$ cat config.mk
export PLATFORM = sky130hd
export DESIGN_NAME = ssfr_readback
export DESIGN_NICKNAME = d
export VERILOG_FILES = /design/src/rtl/ssfr_readback.sv
export SDC_FILE = /design/constraint.sdc
export NUM_CORES = 1
export LEC_CHECK = 0
export CAP_MARGIN = 40
export CORE_MARGIN = 2
export CORE_UTILIZATION = 55
export CTS_BUF_LIST = sky130_fd_sc_hd__clkbuf_4
export CTS_CLUSTER_SIZE = 10
export DETAILED_ROUTE_END_ITERATION = 10
export PLACE_DENSITY = 0.84
export SETUP_SLACK_MARGIN = 0.15
export SYNTH_ARGS = -nofsm -noshare
export SYNTH_HDL_FRONTEND = slang
export SYNTH_SLANG_ARGS = --single-unit
export TNS_END_PERCENT = 10
$ cat constraint.sdc
create_clock -name i_clkext -period 2 [get_ports i_clkext]
set_input_delay 0.5 -clock i_clkext [delete_from_list [all_inputs] [get_ports i_clkext]]
set_output_delay 0.5 -clock i_clkext [all_outputs]
set_load 0.01 [all_outputs]
$ cat src/rtl/ssfr_readback.sv
// SSFR read-back: snapshots the live configuration word on request and streams it MSB byte first.
// Latency: first byte valid the cycle after the request edge; NBYTES cycles minimum with READY held high.
// Backpressure: holds DOUT/DOUT_VALID until READY; aborts with a TIMEOUT pulse after TIMEOUT_CYC stalled cycles (0 = never).
module ssfr_readback #(
  parameter int                    NBYTES      = 2,
  parameter int                    TIMEOUT_CYC = 256,
  parameter logic [8*NBYTES-1:0]   SNAP_RST    = (8*NBYTES)'(16'h2280)
) (
  input  logic                  i_clkext,
  input  logic                  i_rst_n,
  input  logic [8*NBYTES-1:0]   i_ssfr_in,
  input  logic                  i_rd_req,
  output logic [7:0]            o_dout,
  output logic                  o_dout_valid,
  input  logic                  i_dout_ready,
  output logic                  o_busy,
  output logic                  o_done,
  output logic                  o_rd_drop,
  output logic                  o_timeout
);

  localparam int W  = 8 * NBYTES;
  localparam int IW = (NBYTES > 1) ? $clog2(NBYTES) : 1;
  localparam int TW = (TIMEOUT_CYC > 1) ? $clog2(TIMEOUT_CYC) : 1;
  localparam logic [IW-1:0] LAST = IW'(NBYTES - 1);
  localparam logic [TW-1:0] TMAX = TW'(TIMEOUT_CYC - 1);

  typedef enum logic {S_IDLE, S_SEND} state_t;

  state_t        r_state, w_state_nxt;
  logic [W-1:0]  r_snap, w_snap_nxt;
  logic [IW-1:0] r_idx, w_idx_nxt;
  logic [TW-1:0] r_timer, w_timer_nxt;
  logic [7:0]    r_dout, w_dout_nxt;
  logic          r_done, w_done_nxt;
  logic          r_drop, w_drop_nxt;
  logic          r_tmo, w_tmo_nxt;

  // Byte k of the word, counted from the most significant byte.
  function automatic logic [7:0] byte_at(input logic [W-1:0] w, input logic [IW-1:0] k);
    logic [7:0] b;
    b = '0;
    for (int j = 0; j < NBYTES; j++) begin
      if (int'(k) == j) b = w[W-1-8*j -: 8];
    end
    return b;
  endfunction

  // State and datapath registers; pulses are registered so they appear the cycle after the event.
  always_ff @(posedge i_clkext or negedge i_rst_n) begin
    if (!i_rst_n) begin
      r_state <= S_IDLE;
      r_snap  <= SNAP_RST;
      r_idx   <= '0;
      r_timer <= '0;
      r_dout  <= 8'h00;
      r_done  <= 1'b0;
      r_drop  <= 1'b0;
      r_tmo   <= 1'b0;
    end else begin
      r_state <= w_state_nxt;
      r_snap  <= w_snap_nxt;
      r_idx   <= w_idx_nxt;
      r_timer <= w_timer_nxt;
      r_dout  <= w_dout_nxt;
      r_done  <= w_done_nxt;
      r_drop  <= w_drop_nxt;
      r_tmo   <= w_tmo_nxt;
    end
  end

  // Next-state logic: request capture, beat hand-off, stall timer and abort.
  always_comb begin
    w_state_nxt = r_state;
    w_snap_nxt  = r_snap;
    w_idx_nxt   = r_idx;
    w_timer_nxt = r_timer;
    w_dout_nxt  = r_dout;
    w_done_nxt  = 1'b0;
    w_drop_nxt  = 1'b0;
    w_tmo_nxt   = 1'b0;
    case (r_state)
      S_IDLE: begin
        if (i_rd_req) begin
          // Freeze the live word so mid-transfer config writes cannot tear the read-back.
          w_state_nxt = S_SEND;
          w_snap_nxt  = i_ssfr_in;
          w_idx_nxt   = '0;
          w_timer_nxt = '0;
          w_dout_nxt  = i_ssfr_in[W-1 -: 8];
        end
      end
      S_SEND: begin
        if (i_rd_req) w_drop_nxt = 1'b1;
        if (i_dout_ready) begin
          // A beat accepted on the timeout edge still counts: READY wins.
          w_timer_nxt = '0;
          if (r_idx == LAST) begin
            w_state_nxt = S_IDLE;
            w_done_nxt  = 1'b1;
          end else begin
            w_idx_nxt  = r_idx + 1'b1;
            w_dout_nxt = byte_at(r_snap, r_idx + 1'b1);
          end
        end else if ((TIMEOUT_CYC > 0) && (r_timer == TMAX)) begin
          w_state_nxt = S_IDLE;
          w_tmo_nxt   = 1'b1;
        end else begin
          w_timer_nxt = r_timer + 1'b1;
        end
      end
      default: w_state_nxt = S_IDLE;
    endcase
  end

  assign o_dout       = r_dout;
  assign o_dout_valid = (r_state == S_SEND);
  assign o_busy       = (r_state == S_SEND);
  assign o_done       = r_done;
  assign o_rd_drop    = r_drop;
  assign o_timeout    = r_tmo;

endmodule

### Close-up of the layout, run 1

Scale bar: 10 microns. Window x 2 to 27, y 2 to 27 microns. Cells in gray, sequential cells in the stronger gray; small squares are vias.
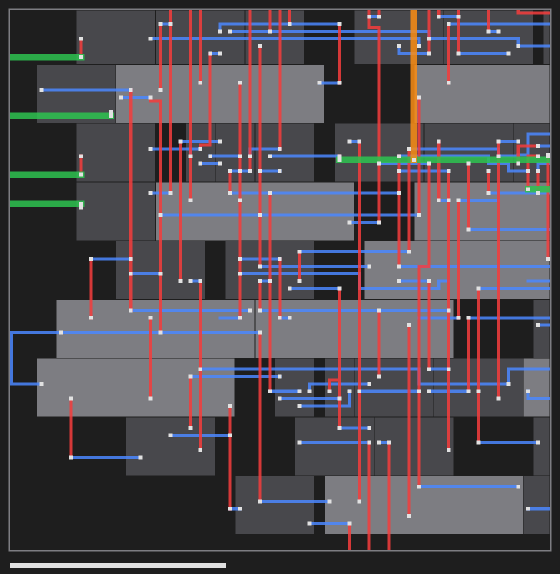
color	layer
red	met2
orange	met4
blue	met1
green	met3
netlist names of flops here include	`r_snap` (6), `o_dout` (3)
cells with their middle in the window	33
sequential cells in the window	9
most frequent	mux2_2 (9), dfrtp_1 (8), clkdlybuf4s50_1 (7)

### Register map, names as in the netlist, run 1

Scale bar: 20 microns. Other sequential cells in the stronger gray, the rest of the logic in the fainter gray.
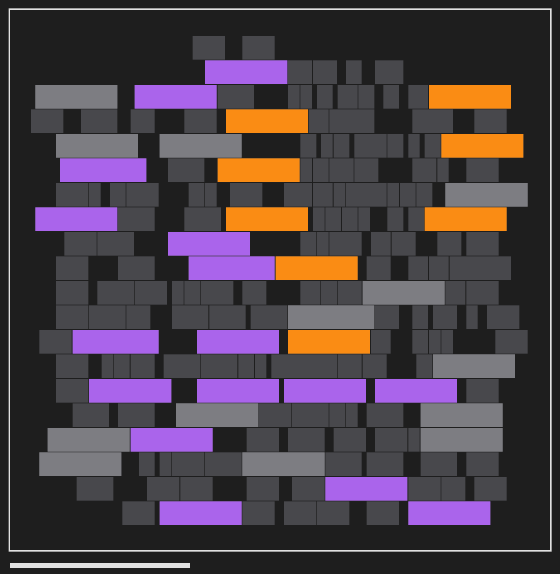
color	netlist name	flops
purple	`r_snap`	16
orange	`r_timer`	8
not colored	13
storage element area: 931 sq um
core utilization of the finished layout: 72.4%

### Nets reached from selected ports, run 1

Scale bar: 20 microns.
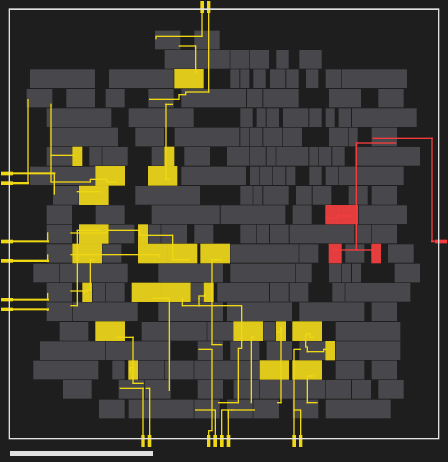
color	port	direction	edge	end cells	wire
red	`i_dout_ready`	input	east	4	54.8 microns
yellow	`i_ssfr_in`	input	8 south, 6 west, 2 north	24	349 microns

### Track usage over the die, run 1

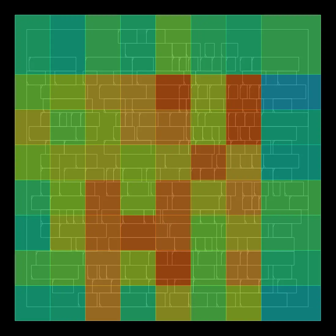
global routing met2 resource utilization: 36.8%
global routing usage on met3: 6.49%

[run 1: flip-flops by register name, summed over array words and instances (netlist names)]
register	count
o_timeout	1
r_timer	8
r_idx	1
o_done	1
o_dout	8
r_snap	16
o_busy	1
o_rd_drop	1
[run 1: repair_timing]
item | CTS | global route
buffers inserted | 1 | 0
gates resized | 1 | 0
setup endpoints to repair | 2 | 0
[run 1: cell families (layout without fill, tap and decap cells)]
| logic type | Yosys count | count (layout) | synth area share (%) |
|---|---|---|---|
| mux | 32 | 32 | 20.3 |
| compound gates | 28 | 28 | 10.2 |
| flops | 37 | 37 | 54.0 |
| buf+inv | 8 | 50 | 2.98 |
| simple gates | 39 | 39 | 11.8 |
| fa+ha+maj | 1 | 1 | 0.727 |
[run 1: layout make-up]
class / instances / area, sq um
Timing Repair Buffer: 41 / 400
Fill cell: 221 / 830
Clock inverter: 1 / 3.75
Sequential cell: 37 / 931
Inverter: 1 / 3.75
Tap cell: 33 / 41.3
Clock buffer: 7 / 52.6
Multi-Input combinational cell: 100 / 741
[run 1: metal layers]
| layer | vias up | wire length [microns] | global-route usage, % |
|---|---|---|---|
| li1 | 601 | - | - |
| met1 | 607 | 1470 | 27.9 |
| met4 | 0 | 41 | 7.62 |
| met3 | 7 | 206 | 6.49 |
| met5 | - | 0 | 0 |
| met2 | 43 | 1760 | 36.8 |
[run 1: worst paths after layout]
path | slack (ps) | depth (start not counted) | startpoint | endpoint
setup / recovery | 200 | 1 | o_busy | o_dout_valid
hold / removal | 460 | 1 | i_rst_n | o_dout[4]
setup reg to reg | 290 | 5 | o_busy | r_timer[7]
hold reg to reg | 510 | 1 | o_dout[0] | o_dout[0]
max in group asynchronous | 990 | 2 | i_rst_n | r_snap[7]
min in group i_clkext | 510 | 1 | o_dout[0] | o_dout[0]
[run 1: report_power, final]
group | switching [W] | internal (W) | leakage [nW]
Clock | 0.000235 | 0.000162 | 0.0338
Sequential | 0.000242 | 0.00108 | 0.447
Combinational | 0.000498 | 0.000735 | 0.465
Total | 0.000975 | 0.00198 | 0.945
[run 1: cell usage after synthesis, types with 2 or more instances]
cell / number
nor2_1: 15
dfstp_2: 3
nand2b_1: 2
a21oi_1: 14
nand2_1: 5
nor2b_1: 2
mux2_2: 24
mux2i_1: 8
buf_2: 2
nor3_1: 3
dfrtp_1: 34
buf_4: 3
o21ai_0: 6
nand3_1: 4
and3_1: 2
[run 1: layout by cell type, fill, tap and decap left out, drive strengths merged]
master          n
dfrtp          34
clkdlybuf4s50  32
mux2           24
nor2           15
a21oi          14
buf             9
mux2i           8
clkbuf          7
o21ai           6
nand2           5
nand3           4
nor3            4
dfstp           3
nand2b          3
nor2b           2
and3            2
o21bai          1
nand4           1
and2            1
inv             1
or2             1
a211oi          1
o31ai           1
a31oi           1
o22a            1
a41oi           1
o211ai          1
or3             1
a32o            1
ha              1
clkinv          1
==> results.env, run 1 <==
SYNTH-EDFF-COUNT=0
FINALHOLDWORSTSLACK_PS=463
PATH_CLASS='reg2out'
CTS.ROOT.BUFFER_CELL='clkbuf_4'
DRIVE_ABOVE_1_SHARE_PCT=26.2
ROUTE.ANTENNA.REMAINING_NETS=0
SYNTHESIS.AREA_SQ_UM=1720
ROUTED_WIRE_LENGTH_PER_INSTANCE_MICRONS=15.8
FLOW.AREA_GROWTH_FROM_SYNTHESIS_PCT=26.2
DRT-PASS1-ITER-COUNT=4
REMAINING_DRC_ERRORS=0
DR.FIRST_ITER.DRC_COUNT=62
POSTSYNTHAREAPERCELL_SQ_UM=11.9
ARRIVAL_PS=1300
MAXIMUM_CELL_STAGE_DELAY_ALONG_THE_CRITICAL_PATH_PS=550
GLOBAL_ROUTE_TOTAL_OVERFLOW=0
POWER_W=0.00295
ANTENNA_FOUND_INITIAL=0
GRT_SETUP_UNREPAIRED='false'
OVERALL_CHIP_AREA_SQ_UM=3590
INITIAL_UTILIZATION_PCT=57.3
WORST_SLEW_MARGIN_REL_PCT=57.9
TIMING.FMAX_MHz=556
IO_PINS=33
YOSYS_WARNINGS=0
GROUTE.USAGE.OVERALL_PCT=22.3
DRT-VIAS-PER-INSTANCE=5.72
CLOCK_TREE.BUFFER_DEPTH=2
FP.COREAREA_SQ_UM=3000
CTS_BUFFERS=5
DIE_Y_MICRONS=60.0
WORSTSETUPENDPOINTTYPE='output port'
CRITICAL-PATH-TOP-DELAY-FAMILY='buffers and inverters'
GRT_START_MAX_NET_PINS=22
RUN_STATUS='finished clean'
GRT_PASS1_VIAS=1266
TRITONCTS='built'
START_KIND='register'
MAXCAPVIOLATIONS=0
WORST_PIN_SLEW_PS=631
SEQ_AREA_FRAC_SYNTH_PCT=54.0
DIE_WIDTH_MICRONS=60.0
DR_TOTAL_VIAS=1258
POST_SYNTH_INST_COUNT=145
FINAL_HPWL_DP_MICRONS=2520
LAYOUT.CELLS.NON_FILLER=220
CP_CELL_SEQUENCE='clkdlybuf4s50_1'
VDD.IR_DROP.WORST_mV=0.765
SYNTHTOPCELLSBYAREA='dfrtp_1 49%, mux2_2 16%, mux2i_1 4.7%'
FINAL.SETUP.TNS_PS=0
NUMBER_OF_H_TREE_BRANCHING_LEVELS=2
NETLIST-CELL-TYPE-COUNT=33
WORSTPATHMAXFANOUT=5
### Gate families picked out, run 1

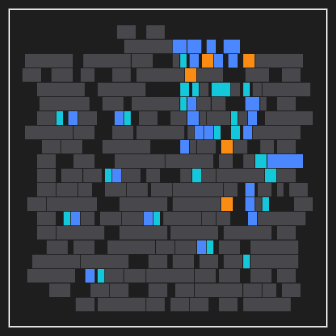

==> inputs of run 2 (changes only) <==
--- a/config.mk
+++ b/config.mk
@@ -7,11 +7,11 @@
 export LEC_CHECK = 0
 export CAP_MARGIN = 40
 export CORE_MARGIN = 2
-export CORE_UTILIZATION = 55
+export CORE_UTILIZATION = 50
 export CTS_BUF_LIST = sky130_fd_sc_hd__clkbuf_4
 export CTS_CLUSTER_SIZE = 10
 export DETAILED_ROUTE_END_ITERATION = 10
-export PLACE_DENSITY = 0.84
+export PLACE_DENSITY = 0.77
 export SETUP_SLACK_MARGIN = 0.15
 export SYNTH_ARGS = -nofsm -noshare
 export SYNTH_HDL_FRONTEND = slang
### Gate families picked out, run 2

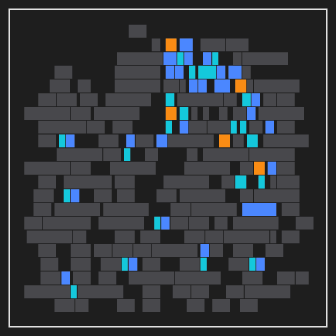
color	family	cells	most used
cyan	NOR gates	21	nor2_1
orange	AND and OR gates	5	and3_1
blue	inverting AOI/OAI gates	26	a21oi_1

### Register map, names as in the netlist, run 2

Scale bar: 20 microns. Other sequential cells in the stronger gray, the rest of the logic in the fainter gray.
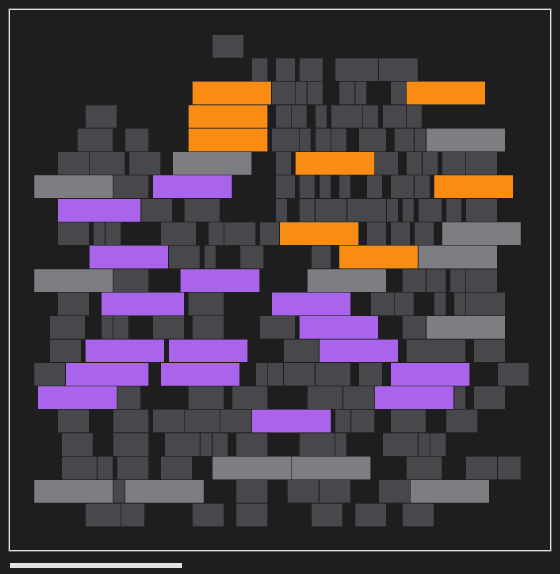
color	netlist name	flops
purple	`r_snap`	16
orange	`r_timer`	8
not colored	13
Seq. pwr: 0.00130 W
storage element area: 930 sq um

### Nets reached from selected ports, run 2

Scale bar: 20 microns.
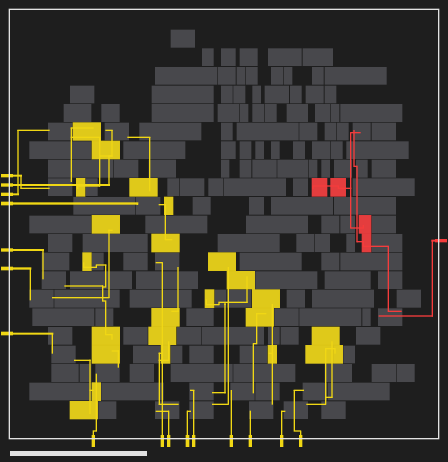
color	port	direction	edge	end cells	wire
yellow	`i_ssfr_in`	input	9 south, 7 west	24	385 microns
red	`i_dout_ready`	input	east	4	76.2 microns
number of buffers inserted by port buffering: 32
I/O pins: 33

==> run 2 against run 1 <==
Compared with the run above: die size up 9.3%; worst setup slack better by 15 ps; critical path depth unchanged; cell area down 0.63%; combinational power down 3%; clock power up 3%; non-clock buffer count down 3; clock skew down 3.2 ps; worst hold slack better by 57 ps; power down 1.7%; wire length down 3.7%; core utilization down 7.1 points; largest cell class unchanged; highest routed layer unchanged.
==> results.env, run 2 <==
POST_SYNTH_INST_COUNT=145  # unchanged
WORST_PIN_SLEW_PS=589  # was 631 ps
POSTSYNTHAREAPERCELL_SQ_UM=11.9  # unchanged
CRITICAL-PATH-TOP-DELAY-FAMILY='buffers and inverters'  # unchanged
ANTENNA_FOUND_INITIAL=0  # unchanged
ARRIVAL_PS=1280  # was 1300 ps
PATH_CLASS='reg2out'  # unchanged
REMAINING_DRC_ERRORS=0  # unchanged
FINAL.SETUP.TNS_PS=0  # unchanged
SYNTH.CELLS.MOST_FREQUENT='34 x dfrtp_1, 24 x mux2_2, 15 x nor2_1, 14 x a21oi_1, 8 x mux2i_1'  # unchanged
INITIAL_UTILIZATION_PCT=52.0  # was 57.3%
MAXIMUM_CELL_STAGE_DELAY_ALONG_THE_CRITICAL_PATH_PS=550  # about the same
GRT_PASS1_VIAS=1245  # was 1266
WORST_R2R_PATH_DEPTH=4  # was 5
CTS.ROOT.BUFFER_CELL='clkbuf_4'  # unchanged
CLOCK_TREE.BUFFER_DEPTH=2  # unchanged
YOSYS_WARNINGS=0  # unchanged
WORSTHOLDPATHCELLS=1
FINALHOLDWORSTSLACK_PS=520  # was 463 ps
NUMBER_OF_H_TREE_BRANCHING_LEVELS=2  # unchanged
CP_NUM_CELLS=1  # unchanged
ROUTED_WIRE_LENGTH_PER_INSTANCE_MICRONS=14.6  # was 15.8 microns
TIMING.FMAX_MHz=561  # was 556 MHz
ROUTE.ANTENNA.REMAINING_NETS=0  # unchanged
DRIVE_ABOVE_1_SHARE_PCT=25.0  # was 26.2%
SYNTHESIS.AREA_SQ_UM=1720  # unchanged
VDD.IR_DROP.WORST_mV=0.706  # was 0.765 mV
TRITONCTS='built'  # unchanged
GRT_UTIL_MET1_PCT=21.5  # was 27.9%
DIE_WIDTH_MICRONS=62.7  # was 60.0 microns
WORSTSETUPENDPOINTTYPE='output port'  # unchanged
RUN_STATUS='finished clean'  # unchanged
GLOBAL_ROUTING_USAGE_ON_MET3_PCT=7.57  # was 6.49%
GLOBAL_ROUTE_TOTAL_OVERFLOW=0  # unchanged
GRT_SETUP_UNREPAIRED='false'  # unchanged
GRT.BUSIEST_LAYER='met2'  # unchanged
MOST_NUMEROUS_LOGIC_CELL_AFTER_LAYOUT='dfrtp_1'  # unchanged
FP.COREAREA_SQ_UM=3310  # was 3000 sq um
DIE_Y_MICRONS=62.7  # was 60.0 microns
MAXCAPVIOLATIONS=0  # unchanged
REGISTERS.TOP_BY_FF_COUNT='r_snap'  # unchanged
POST-CTS-SETUP-BUFFERS=0  # was 1
LAYOUT.CELLS.MOST_COMMON_LIST='34 x dfrtp_1, 31 x clkdlybuf4s50_1, 24 x mux2_2, 15 x nor2_1, 14 x a21oi_1'  # was 33 x dfrtp_1, 32 x clkdlybuf4s50_1, 24 x mux2_2, 15 x nor2_1, 14 x a21oi_1
FLOW.AREA_GROWTH_FROM_SYNTHESIS_PCT=25.4  # was 26.2%
NETLIST-CELL-TYPE-COUNT=33  # unchanged
USE_MET2_PCT=32.7  # was 36.8%
GROUTE.USAGE.OVERALL_PCT=19.2  # was 22.3%
-- run 2: cell types whose count changed in the layout (fill, tap and decap cells not counted), sizes merged --
cell,before,now
buf,9,6
clkbuf,7,8
clkdlybuf4s50,32,31
clkinv,1,0
dlymetal6s2s,0,1
-- run 2: cell type report --
class | count | area (sq um) | share of cell area (%)
flip-flops and latches | 37 | 930 | 43.0
multi-input cells | 100 | 741 | 34.3
repair buffers | 38 | 368 | 17.0
clock buffers | 8 | 60.1 | 2.78
well taps | 46 | 57.6 | 2.67
inverters | 1 | 3.75 | 0.174
-- run 2: worst paths after layout --
kind                         endpoint  slack (ps)      start
setup / recovery               o_busy         220     o_busy
hold / removal              o_dout[7]         520  o_dout[7]
setup reg to reg           r_snap[15]         470     o_busy
hold reg to reg             o_dout[7]         520  o_dout[7]
max in group asynchronous   r_snap[7]        1090    i_rst_n
min in group asynchronous   o_dout[0]         560    i_rst_n
-- run 2: per-layer routing --
metal / share of wire, % / vias to the layer above
met2: 51 / 38
met4: 0.93 / 0
met5: 0 / -
li1: - / 594
met1: 42 / 589
met3: 6.1 / 4
-- run 2: cell families (layout without fill, tap and decap cells) --
kind of cell    after synthesis  count (layout)  share of synthesized area (%)
buf+inv                       8              47                           2.98
flops                        37              37                           54.0
simple gates                 39              39                           11.8
compound gates               28              28                           10.2
mux                          32              32                           20.3
fa+ha+maj                     1               1                          0.727
-- run 2: stage by stage --
step / power, W / util, % / instances
finish: 0.00290 / 65.2 / 230
global route: 0.00312 / 65.2 / 230
CTS: 0.00294 / 65.2 / 230
detailed placement: 0.00253 / 63.3 / 222
global placement: 0.00248 / 63.3 / 222
floorplan: 0.00209 / - / 145
-- run 2: power by group --
group	leakage (nW)	total, W	switching, W	internal [W]
clock	0.0368	0.000408	0.000227	0.000181
sequential	0.448	0.00130	0.000226	0.00108
combinational	0.455	0.00119	0.000483	0.000708
### Close-up of the layout, run 2

Scale bar: 10 microns. Window x 3 to 28, y 3 to 28 microns. Cells in gray, sequential cells in the stronger gray; small squares are vias.
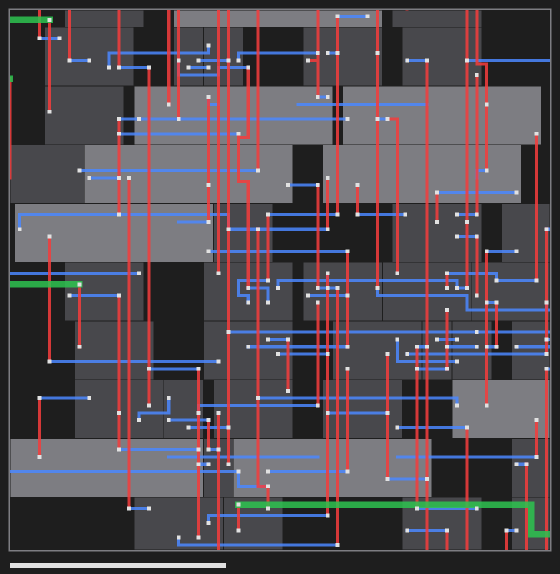

==> inputs of run 3 (changes only) <==
==> constraint.sdc (replaced) <==
create_clock -name i_clkext -period 2.1 [get_ports i_clkext]
set_input_delay 0.525 -clock i_clkext [delete_from_list [all_inputs] [get_ports i_clkext]]
set_output_delay 0.525 -clock i_clkext [all_outputs]
set_load 0.01 [all_outputs]
### Close-up of the layout, run 3

Scale bar: 10 microns. Window x 3 to 28, y 3 to 28 microns. Cells in gray, sequential cells in the stronger gray; small squares are vias.
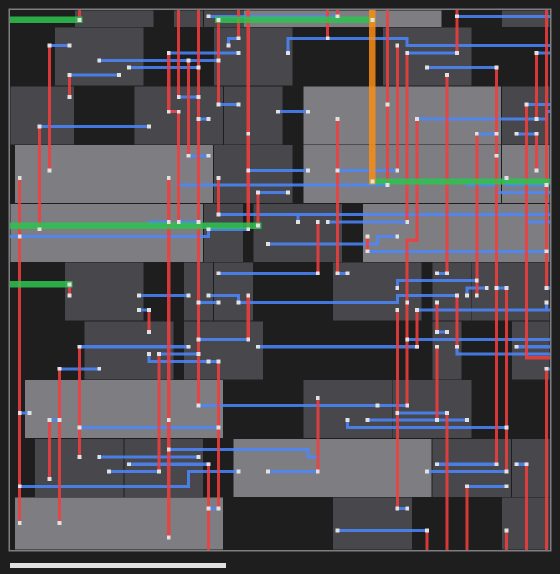
color	layer
red	met2
blue	met1
green	met3
orange	met4
cells with their middle in the window	34
netlist names of flops here include	`r_snap` (6), `o_dout` (2)
sequential cells in the window	8
most frequent	mux2_2 (9), clkdlybuf4s50_1 (8), dfrtp_1 (6)

### Track usage over the die, run 3

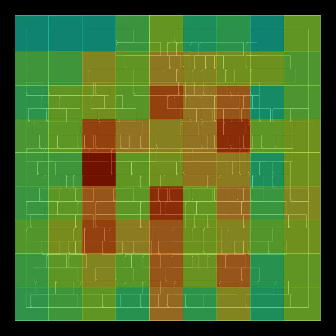
global routing met2 resource utilization: 34.3%
routed length per placed instance: 14.5 microns
most utilized layer in the global route result: met2
core utilization of the finished layout: 64.8%
global routing usage on met3: 6.49%

### Register map, names as in the netlist, run 3

Scale bar: 20 microns. Other sequential cells in the stronger gray, the rest of the logic in the fainter gray.
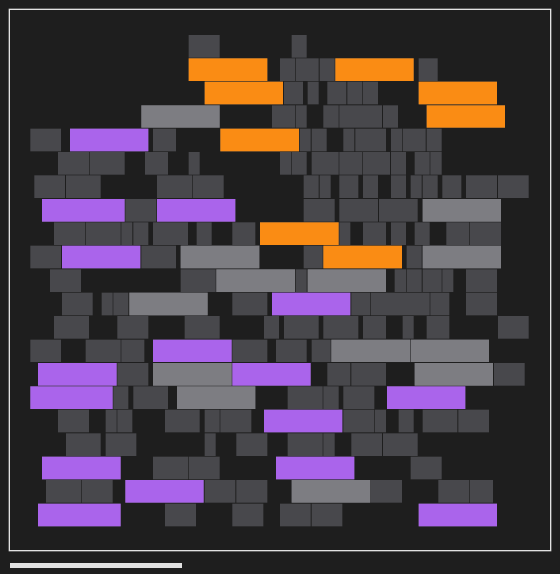
color	netlist name	flops
orange	`r_timer`	8
purple	`r_snap`	16
not colored	13

==> run 3 against run 2 <==
Compared with the run above: sequential power is 3% lower; first-iteration DRC count is 31% lower; area after synthesis stayed put; combinational power is 4% lower; critical path depth stayed put; worst hold slack better by 0.88 ps; sequential share of layout area is 0.30 points higher; synthesized cell count stayed put; power is 4.8% lower; wire length is 0.96% lower; critical path type unchanged.
==> results.env, run 3 <==
GROUTE.USAGE.OVERALL_PCT=19.2  # about the same
POSTSYNTHAREAPERCELL_SQ_UM=11.9  # unchanged
NETLIST-CELL-TYPE-COUNT=33  # unchanged
LAYOUT.CELLS.NON_FILLER=229  # was 230
LARGEST_REGISTER_FF_COUNT=16  # unchanged
GRT_START_MAX_NET_PINS=38  # unchanged
FINAL.SETUP.TNS_PS=0  # unchanged
DIE_WIDTH_MICRONS=62.7  # unchanged
DR.FIRST_ITER.DRC_COUNT=47  # was 68
WORST_PIN_SLEW_PS=639  # was 589 ps
SEQ_AREA_FRAC_SYNTH_PCT=54.0  # unchanged
MOST_COMMON_CELL='dfrtp_1'  # unchanged
GRT_PASS1_VIAS=1326  # was 1245
WORSTSETUPENDPOINTTYPE='output port'  # unchanged
CLOCK_TREE.BUFFER_DEPTH=2  # unchanged
DPL.CELL_COUNT=221  # was 222
PATH_CLASS='reg2out'  # unchanged
MAXCAPVIOLATIONS=0  # unchanged
PORTBUFFERS=32  # unchanged
NET_COUNT_AFTER_SYNTHESIS=166  # unchanged
INITIAL_UTILIZATION_PCT=52.0  # unchanged
ROUTE.ANTENNA.REMAINING_NETS=0  # unchanged
TIMING.FMAX_MHz=546
DIE_Y_MICRONS=62.7  # unchanged
OVERALL_CHIP_AREA_SQ_UM=3930  # unchanged
NETSWITCHINGPOWER_W=0.000923  # was 0.000936 W
DRT-VIAS-PER-INSTANCE=5.40  # was 5.33
SYNTHTOPCELLSBYAREA='dfrtp_1 49%, mux2_2 16%, mux2i_1 4.7%'  # unchanged
WORSTPATHMAXFANOUT=5  # unchanged
P_INT_W=0.00184  # was 0.00197 W
COMB_POWER_SHARE_PCT=41.1  # was 41.0%
DRIVE_ABOVE_1_SHARE_PCT=24.6  # was 25.0%
GRT_SETUP_UNREPAIRED='false'  # unchanged
P_CLK_SHARE_PCT=13.4  # was 14.1%
CRITICAL-PATH-TOP-DELAY-FAMILY='buffers and inverters'  # unchanged
SYNTHESIS.AREA_SQ_UM=1720  # unchanged
DR_TOTAL_VIAS=1236  # was 1225
NUMBER_OF_H_TREE_BRANCHING_LEVELS=2  # unchanged
TRITONCTS='built'  # unchanged
FINAL_HPWL_DP_MICRONS=2390  # was 2430 microns
START_KIND='register'  # unchanged
POST_SYNTH_INST_COUNT=145  # unchanged
REMAINING_DRC_ERRORS=0  # unchanged
IO_PINS=33  # unchanged
LAYOUT.CELLS.MOST_COMMON_LIST='34 x dfrtp_1, 32 x clkdlybuf4s50_1, 24 x mux2_2, 15 x nor2_1, 14 x a21oi_1'  # was 34 x dfrtp_1, 31 x clkdlybuf4s50_1, 24 x mux2_2, 15 x nor2_1, 14 x a21oi_1
RUN_STATUS='finished clean'  # unchanged
SYNTH.CELLS.MOST_FREQUENT='34 x dfrtp_1, 24 x mux2_2, 15 x nor2_1, 14 x a21oi_1, 8 x mux2i_1'  # unchanged
FILLER_CELL_COUNT=266  # was 289
POSTSYNTH.TOPFLOPCELL='dfrtp_1'  # unchanged
FLOW.AREA_GROWTH_FROM_SYNTHESIS_PCT=24.6  # was 25.4%
SEQUENTIALPOWERSHARE_PCT=45.5  # was 44.9%
CP_CELL_SEQUENCE='clkdlybuf4s50_1'  # unchanged
SYNTH-EDFF-COUNT=0  # unchanged
WORST_SLEW_MARGIN_REL_PCT=57.4  # was 60.7%
MAXIMUM_CELL_STAGE_DELAY_ALONG_THE_CRITICAL_PATH_PS=550  # about the same
POST_CTS.RESIZED_INSTANCES=0  # unchanged
ARRIVAL_PS=1310  # was 1280 ps
CTS_BUFFERS=5  # unchanged
MOST_NUMEROUS_LOGIC_CELL_AFTER_LAYOUT='dfrtp_1'  # unchanged
==> run 3: cell counts after synthesis <==
Identical to the previous run, type by type.
==> run 3: through the flow <==
step | total power [W] | hold slack, ps | setup slack (ps) | cell area [sq um]
2_1_floorplan | 0.00199 | 229 | 665 | 1720
3_3_place_gp | 0.00236 | 489 | 107 | 2090
3_5_place_dp | 0.00242 | 496 | 72.0 | 2090
4_1_cts | 0.00279 | 522 | 263 | 2140
5_1_grt | 0.00296 | 549 | 204 | 2140
6_report | 0.00276 | 521 | 269 | 2140
==> run 3: cell type report <==
cell class                 instances  area [sq um]  share of cell area [%]
clock inverter                     2          10.0                   0.467
tap                               46          57.6                    2.68
clock buffer                       6          45.0                    2.10
sequential                        37           930                    43.3
multi-input combinational        100           741                    34.5
timing repair buffer              37           358                    16.7
inverter                           1          3.75                   0.175
==> run 3: cell families after synthesis <==
group	synth area share, %
compound gates	10.2
buf+inv	2.98
mux	20.3
flops	54.0
fa+ha+maj	0.727
simple gates	11.8
==> run 3: final timing paths <==
kind	cells after the start	startpoint	endpoint	slack (ps)
setup / recovery	1	o_busy	o_dout_valid	270
hold / removal	1	r_snap[3]	r_snap[3]	520
setup reg to reg	4	o_busy	r_snap[4]	550
hold reg to reg	1	r_snap[3]	r_snap[3]	520
max in group asynchronous	2	i_rst_n	r_snap[13]	1160
min in group asynchronous	2	i_rst_n	r_snap[2]	570
==> run 3: layer usage <==
metal  up-vias  wire [microns]  global-route usage, %
met1       603            1380                   22.0
li1        592               -                      -
met4         0              27                   5.00
met5         -               0                      0
met2        36            1730                   34.3
met3         5             174                   6.49
==> run 3: power groups by stage <==
stage	logic [W]	registers [W]	clock network, W
after floorplan	0.000759	0.00123	0
after global placement	0.00111	0.00125	0
after detailed placement	0.00115	0.00127	0
after CTS	0.00115	0.00126	0.000379
after global routing	0.00125	0.00129	0.000417
final	0.00114	0.00126	0.000370
Power figures rest on the tool's default switching activity, not on a simulated workload.
